File: src/rtl/npx_pkg.sv
// npx_pkg: shared types and constants for the NeoPixel frame path.
//   rgb_t       - one pixel colour, packed in strand byte order {g, r, b}
//   RGB_*       - common colour constants
//   seq_state_t - frame sequencer states
package npx_pkg;

    typedef struct packed {
        logic [7:0] g;
        logic [7:0] r;
        logic [7:0] b;
    } rgb_t;

    localparam rgb_t RGB_OFF   = 24'h000000;
    localparam rgb_t RGB_WHITE = 24'hFFFFFF;
    localparam rgb_t RGB_RED   = 24'h00FF00;
    localparam rgb_t RGB_BLUE  = 24'h0000FF;

    typedef enum logic [2:0] {
        IDLE,
        LOAD,
        GO,
        WAIT_BUSY,
        WAIT_DONE
    } seq_state_t;

endpackage

File: src/rtl/npx_frame_sequencer_if.sv
// npx_frame_sequencer_if: pixel-load / go bus between the frame sequencer and
// the NeoPixel strand controller.
//   npx_ready                     controller -> sequencer, ready for load/go
//   npx_pixel                     pixel index being written
//   npx_red/npx_green/npx_blue    colour for npx_pixel
//   npx_load                      per-pixel register write enable
//   npx_go                        start-transfer pulse
// master = sequencer side, slave = controller side.
interface npx_frame_sequencer_if #(
    parameter int IDXW = 5
);
    logic            npx_ready;
    logic [IDXW-1:0] npx_pixel;
    logic [7:0]      npx_red;
    logic [7:0]      npx_green;
    logic [7:0]      npx_blue;
    logic            npx_load;
    logic            npx_go;

    modport master (
        input  npx_ready,
        output npx_pixel, npx_red, npx_green, npx_blue, npx_load, npx_go
    );

    modport slave (
        output npx_ready,
        input  npx_pixel, npx_red, npx_green, npx_blue, npx_load, npx_go
    );
endinterface

File: src/rtl/npx_pixel_colour.sv
// npx_pixel_colour: combinational Pong scene lookup for one pixel.
//   i_idx       pixel index
//   i_ball_pos  ball index (>= NUM_NPX means no ball)
//   i_*_rgb     ball, left paddle, right paddle and background colours
//   o_rgb       colour of pixel i_idx: ball > left paddle > right paddle > bg
module npx_pixel_colour
    import npx_pkg::*;
#(
    parameter int NUM_NPX  = 17,
    parameter int PADDLE_W = 2,
    parameter int IDXW     = $clog2(NUM_NPX)
) (
    input  logic [IDXW-1:0] i_idx,
    input  logic [IDXW-1:0] i_ball_pos,
    input  rgb_t            i_ball_rgb,
    input  rgb_t            i_lpad_rgb,
    input  rgb_t            i_rpad_rgb,
    input  rgb_t            i_bg_rgb,
    output rgb_t            o_rgb
);
    localparam logic [IDXW-1:0] LPAD_END   = IDXW'(PADDLE_W);
    localparam logic [IDXW-1:0] RPAD_START = IDXW'(NUM_NPX - PADDLE_W);

    // An out-of-range ball position never equals a valid index, so it
    // simply renders no ball.
    always_comb begin
        if (i_idx == i_ball_pos)
            o_rgb = i_ball_rgb;
        else if (i_idx < LPAD_END)
            o_rgb = i_lpad_rgb;
        else if (i_idx >= RPAD_START)
            o_rgb = i_rpad_rgb;
        else
            o_rgb = i_bg_rgb;
    end
endmodule

File: src/rtl/npx_frame_sequencer.sv
// npx_frame_sequencer: captures a Pong scene on request, writes every pixel in
// index order into the strand controller, issues go once the controller is
// stably ready and reports completion after the strand transfer.
//   clock, reset          system clock, asynchronous active-high reset
//   frame_req             one-cycle frame request (coalesced while busy)
//   ball_pos, *_rgb       scene inputs, snapshotted when a frame starts
//   npx                   controller bus (master side)
//   busy                  high from request acceptance until frame_done
//   frame_done            one-cycle pulse after the strand transfer ends
module npx_frame_sequencer
    import npx_pkg::*;
#(
    parameter int NUM_NPX  = 17,
    parameter int PADDLE_W = 2,
    parameter int IDXW     = $clog2(NUM_NPX)
) (
    input  logic                   clock,
    input  logic                   reset,
    input  logic                   frame_req,
    input  logic [IDXW-1:0]        ball_pos,
    input  logic [23:0]            ball_rgb,
    input  logic [23:0]            lpad_rgb,
    input  logic [23:0]            rpad_rgb,
    input  logic [23:0]            bg_rgb,
    npx_frame_sequencer_if.master  npx,
    output logic                   busy,
    output logic                   frame_done
);
    localparam logic [IDXW-1:0] LAST_IDX = IDXW'(NUM_NPX - 1);

    seq_state_t      r_state;
    logic [IDXW-1:0] r_idx;
    logic            r_pending;
    logic            r_ready_q;
    logic            r_frame_done;
    logic [IDXW-1:0] r_ball_pos;
    rgb_t            r_ball_rgb;
    rgb_t            r_lpad_rgb;
    rgb_t            r_rpad_rgb;
    rgb_t            r_bg_rgb;

    logic            w_in_load;
    logic            w_go;
    rgb_t            w_rgb;

    npx_pixel_colour #(
        .NUM_NPX  (NUM_NPX),
        .PADDLE_W (PADDLE_W),
        .IDXW     (IDXW)
    ) u_colour (
        .i_idx      (r_idx),
        .i_ball_pos (r_ball_pos),
        .i_ball_rgb (r_ball_rgb),
        .i_lpad_rgb (r_lpad_rgb),
        .i_rpad_rgb (r_rpad_rgb),
        .i_bg_rgb   (r_bg_rgb),
        .o_rgb      (w_rgb)
    );

    assign w_in_load = (r_state == LOAD);
    // Requiring ready on two consecutive cycles skips the controller's
    // single-cycle done-ready pulse, during which go would be ignored.
    assign w_go      = (r_state == GO) && npx.npx_ready && r_ready_q;

    assign npx.npx_load  = w_in_load && npx.npx_ready;
    assign npx.npx_go    = w_go;
    assign npx.npx_pixel = w_in_load ? r_idx   : '0;
    assign npx.npx_red   = w_in_load ? w_rgb.r : 8'h00;
    assign npx.npx_green = w_in_load ? w_rgb.g : 8'h00;
    assign npx.npx_blue  = w_in_load ? w_rgb.b : 8'h00;
    assign busy          = (r_state != IDLE);
    assign frame_done    = r_frame_done;

    always_ff @(posedge clock or posedge reset) begin
        if (reset) begin
            r_state      <= IDLE;
            r_idx        <= '0;
            r_pending    <= 1'b0;
            r_ready_q    <= 1'b0;
            r_frame_done <= 1'b0;
            r_ball_pos   <= '0;
            r_ball_rgb   <= RGB_OFF;
            r_lpad_rgb   <= RGB_OFF;
            r_rpad_rgb   <= RGB_OFF;
            r_bg_rgb     <= RGB_OFF;
        end else begin
            r_ready_q    <= npx.npx_ready;
            r_frame_done <= 1'b0;

            // Requests while a frame is in flight coalesce into one.
            if (frame_req && r_state != IDLE)
                r_pending <= 1'b1;

            case (r_state)
                IDLE: begin
                    if (frame_req) begin
                        r_ball_pos <= ball_pos;
                        r_ball_rgb <= rgb_t'(ball_rgb);
                        r_lpad_rgb <= rgb_t'(lpad_rgb);
                        r_rpad_rgb <= rgb_t'(rpad_rgb);
                        r_bg_rgb   <= rgb_t'(bg_rgb);
                        r_idx      <= '0;
                        r_state    <= LOAD;
                    end
                end
                LOAD: begin
                    if (npx.npx_ready) begin
                        if (r_idx == LAST_IDX) begin
                            r_idx   <= '0;
                            r_state <= GO;
                        end else begin
                            r_idx <= r_idx + IDXW'(1);
                        end
                    end
                end
                GO: begin
                    if (w_go)
                        r_state <= WAIT_BUSY;
                end
                WAIT_BUSY: begin
                    // Ready falling means the controller took the transfer.
                    if (!npx.npx_ready)
                        r_state <= WAIT_DONE;
                end
                WAIT_DONE: begin
                    if (npx.npx_ready) begin
                        r_frame_done <= 1'b1;
                        // A request arriving with done is serviced at once;
                        // the scene is sampled now, not at request time.
                        if (r_pending || frame_req) begin
                            r_pending  <= 1'b0;
                            r_ball_pos <= ball_pos;
                            r_ball_rgb <= rgb_t'(ball_rgb);
                            r_lpad_rgb <= rgb_t'(lpad_rgb);
                            r_rpad_rgb <= rgb_t'(rpad_rgb);
                            r_bg_rgb   <= rgb_t'(bg_rgb);
                            r_idx      <= '0;
                            r_state    <= LOAD;
                        end else begin
                            r_state <= IDLE;
                        end
                    end
                end
                default: r_state <= IDLE;
            endcase
        end
    end
endmodule
File: src/flat_wrapper.sv
// flat-port wrapper written by rule: the top's interface ports become plain ports
module npx_frame_sequencer_flat import npx_pkg::*;
#(
    parameter int NUM_NPX  = 17,
    parameter int PADDLE_W = 2,
    parameter int IDXW     = $clog2(NUM_NPX)
)
  (clock, reset, frame_req, ball_pos, ball_rgb, lpad_rgb, rpad_rgb, bg_rgb, busy, frame_done, npx_npx_ready, npx_npx_pixel, npx_npx_red, npx_npx_green, npx_npx_blue, npx_npx_load, npx_npx_go);
  npx_frame_sequencer_if #(.IDXW(IDXW)) npx_i ();
  input  logic clock;
  input  logic reset;
  input  logic frame_req;
  input  logic [IDXW-1:0] ball_pos;
  input  logic [23:0] ball_rgb;
  input  logic [23:0] lpad_rgb;
  input  logic [23:0] rpad_rgb;
  input  logic [23:0] bg_rgb;
  output logic busy;
  output logic frame_done;
  input wire logic [$bits(npx_i.npx_ready)-1:0] npx_npx_ready;
  output wire logic [$bits(npx_i.npx_pixel)-1:0] npx_npx_pixel;
  output wire logic [$bits(npx_i.npx_red)-1:0] npx_npx_red;
  output wire logic [$bits(npx_i.npx_green)-1:0] npx_npx_green;
  output wire logic [$bits(npx_i.npx_blue)-1:0] npx_npx_blue;
  output wire logic [$bits(npx_i.npx_load)-1:0] npx_npx_load;
  output wire logic [$bits(npx_i.npx_go)-1:0] npx_npx_go;
  assign npx_i.npx_ready = npx_npx_ready;
  assign npx_npx_pixel = npx_i.npx_pixel;
  assign npx_npx_red = npx_i.npx_red;
  assign npx_npx_green = npx_i.npx_green;
  assign npx_npx_blue = npx_i.npx_blue;
  assign npx_npx_load = npx_i.npx_load;
  assign npx_npx_go = npx_i.npx_go;
  npx_frame_sequencer #(.NUM_NPX(NUM_NPX), .PADDLE_W(PADDLE_W), .IDXW(IDXW)) u_core (.clock(clock), .reset(reset), .frame_req(frame_req), .ball_pos(ball_pos), .ball_rgb(ball_rgb), .lpad_rgb(lpad_rgb), .rpad_rgb(rpad_rgb), .bg_rgb(bg_rgb), .npx(npx_i), .busy(busy), .frame_done(frame_done));
endmodule
File: config.mk
export PLATFORM = sky130hd
export DESIGN_NAME = npx_frame_sequencer_flat
export DESIGN_NICKNAME = d
export VERILOG_FILES = /design/src/rtl/npx_pkg.sv /design/src/rtl/npx_frame_sequencer_if.sv /design/src/rtl/npx_pixel_colour.sv /design/src/rtl/npx_frame_sequencer.sv /design/src/flat_wrapper.sv
export SDC_FILE = /design/constraint.sdc
export NUM_CORES = 1
export LEC_CHECK = 0
export ABC_AREA = 1
export CAP_MARGIN = 0
export CORE_UTILIZATION = 50
export CTS_BUF_LIST = sky130_fd_sc_hd__clkbuf_4 sky130_fd_sc_hd__clkbuf_8
export CTS_CLUSTER_SIZE = 40
export DETAILED_ROUTE_END_ITERATION = 7
export GPL_TIMING_DRIVEN = 1
export HOLD_SLACK_MARGIN = 0.02
export PLACE_DENSITY = 0.78
export SYNTH_ARGS = -nofsm -noshare
export SYNTH_HDL_FRONTEND = slang
export SYNTH_HIERARCHICAL = 1
export SYNTH_SLANG_ARGS = --single-unit
File: constraint.sdc
create_clock -name clock -period 4.6 [get_ports clock]
set_clock_uncertainty 0.05 [all_clocks]
set_input_delay 0.92 -clock clock [delete_from_list [all_inputs] [get_ports clock]]
set_output_delay 0.92 -clock clock [all_outputs]
set_load 0.05 [all_outputs]
**Where the registers sit**

(4 px per um) Other sequential cells in the stronger grey, the rest of the logic in the fainter grey.
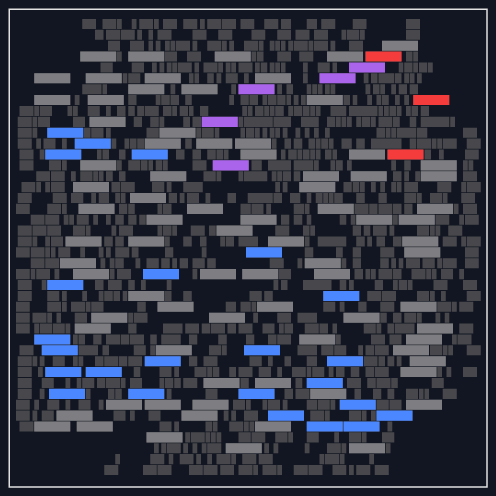
Key: purple = u_core/r_ball_pos [sequential cells 5, where north]; blue = u_core/r_rpad_rgb [sequential cells 24]; red = u_core/r_state [sequential cells 3]
Another 80 sequential cells are not coloured.
flop share of the area: 33.9%
Sequential Power: 1.76 mW
Flop area: 0.00280 mm2

**A small window of the routed layout**

Region (40, 63) to (80, 103) um. Cells in grey, sequential cells in the stronger grey; small squares are vias.
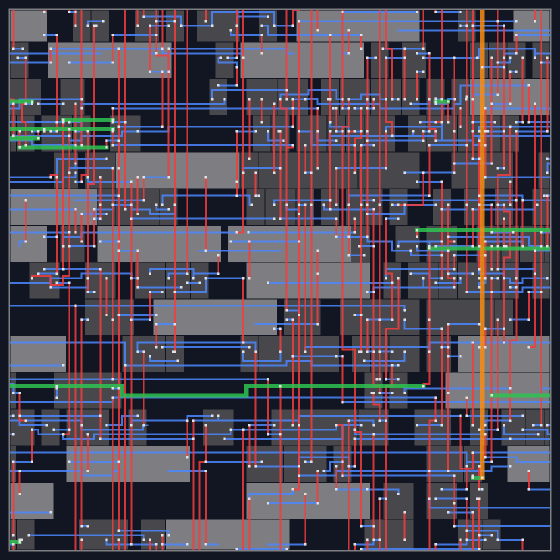
Key: green = metal 3; blue = metal 1; orange = metal 4; red = metal 2
136 logic cells have their middle in the window. Most frequent: nand2_1 (33), inv_1 (20), dfrtp_1 (15). Netlist names of flops here include u_core/r_ball_rgb (5), u_core/r_idx (4), u_core/r_ball_pos (3). Sequential cells in the window: 15.

**Track usage over the die**

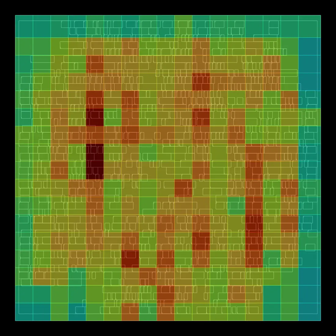
met2 Use GR: 37.5%
met1 GRT Util: 29.2%

==> flow_metrics.py <==
# Auto-generated metrics
metrics = {
    "synthesis": {
        "async_reset_ff_share_pct": 100,
        "ys_sh_aoi_pct": 12.4,
        "common_cells": "146 x inv_1, 146 x nand2_1, 112 x dfrtp_1, 81 x o21ai_2, 47 x nand2_2",
        "yosys_register_bits": 112,
        "top_area_cell": "dfrtp_1",
        "synth_cell_type_count": 37,
        "mux_share_pct": 0,
        "top_logic_kind": "simple AND/OR/NAND/NOR gates",
        "flop_cell": "dfrtp_1",
        "yosysWarnings": 6,
        "synth_top_area_share_pct": 40.9,
        "ys_seq_share_pct": 40.9,
    },
    "outcome": {
        "status": "finished, final reports clean",
    },
    "detailed_routing": {
        "drt-pass1-iter-count": 5,
        "wl_met3_um": 716,
        "postRouteWirelength_mm": 15.0,
        "drtIter0Drc": 269,
        "viasPerCell": 4.85,
        "vias": 5338,
        "met1Wirelength_mm": 6.73,
    },
    "placed_design": {
        "hpwl_mm": 10.7,
        "portBuffers": 137,
        "dp_cells": 1084,
    },
    "final_layout": {
        "logic_gates": 499,
        "buffer_area_share_pct": 17.8,
        "comb_area_share_pct": 36.6,
        "inverters_excl_clock": 149,
        "layout_top_cell": "nand2_1",
        "comb_area_mm2": 0.00303,
        "nFillCells": 1224,
        "dominant_cells": "multi-input combinational cells",
        "layout_top_cells": "146 x nand2_1, 145 x inv_1, 135 x clkdlybuf4s50_1",
        "clkbuf_count": 11,
    },
    "flow_run": {
        "max-cap-violations": 0,
    },
    "power": {
        "p_leak_nw": 4.03,
        "p_per_area_mw_per_mm2": 653,
        "switching_power_mw": 2.58,
        "combPwrFrac_pct": 57.1,
        "seqPwrFrac_pct": 32.6,
        "peakVddDrop_mv": 0.292,
        "power_top_consumer": "combinational logic",
        "pg_clk_uw": 555,
    },
    "floorplan": {
        "ios": 138,
        "core_mm2": 0.0133,
        "num_rows": 42,
        "initCoreUtil_pct": 51.6,
    },
    "global_routing": {
        "grt_pass1_wl_mm": 25.1,
        "grt_max_degree": 69,
        "gr-total-overflow": 0,
        "busiest_layer": "met2",
        "antenna_found_initial": 0,
        "grtUsageTotal_pct": 22.6,
    },
    "hold_path": {
        "whs_endpoint": "u_core/r_lpad_rgb[16]",
        "min_delay_path_depth": 2,
    },
    "critical_path": {
        "r2r_slack_ps": 2320,
        "max_stage_delay_ps": 820,
        "path_max_fanout": 13,
        "critPathKind": "flip-flop to primary output",
        "crit_buf_inv": 3,
        "start_kind": "flip-flop",
    },
    "clock_network": {
        "clkLatencyLatePin_ps": 380,
        "clk_pin_slew_ps": 100,
        "htree_levels": 3,
        "root_buffer": "clkbuf_8",
        "hold_buffers": 0,
        "cts_buffer_depth": 2,
    },
    "final_timing": {
        "tightest_slew_ps": 855,
        "fmax_mhz": 240,
    },
}
Power is estimated from default activity; no workload was simulated.
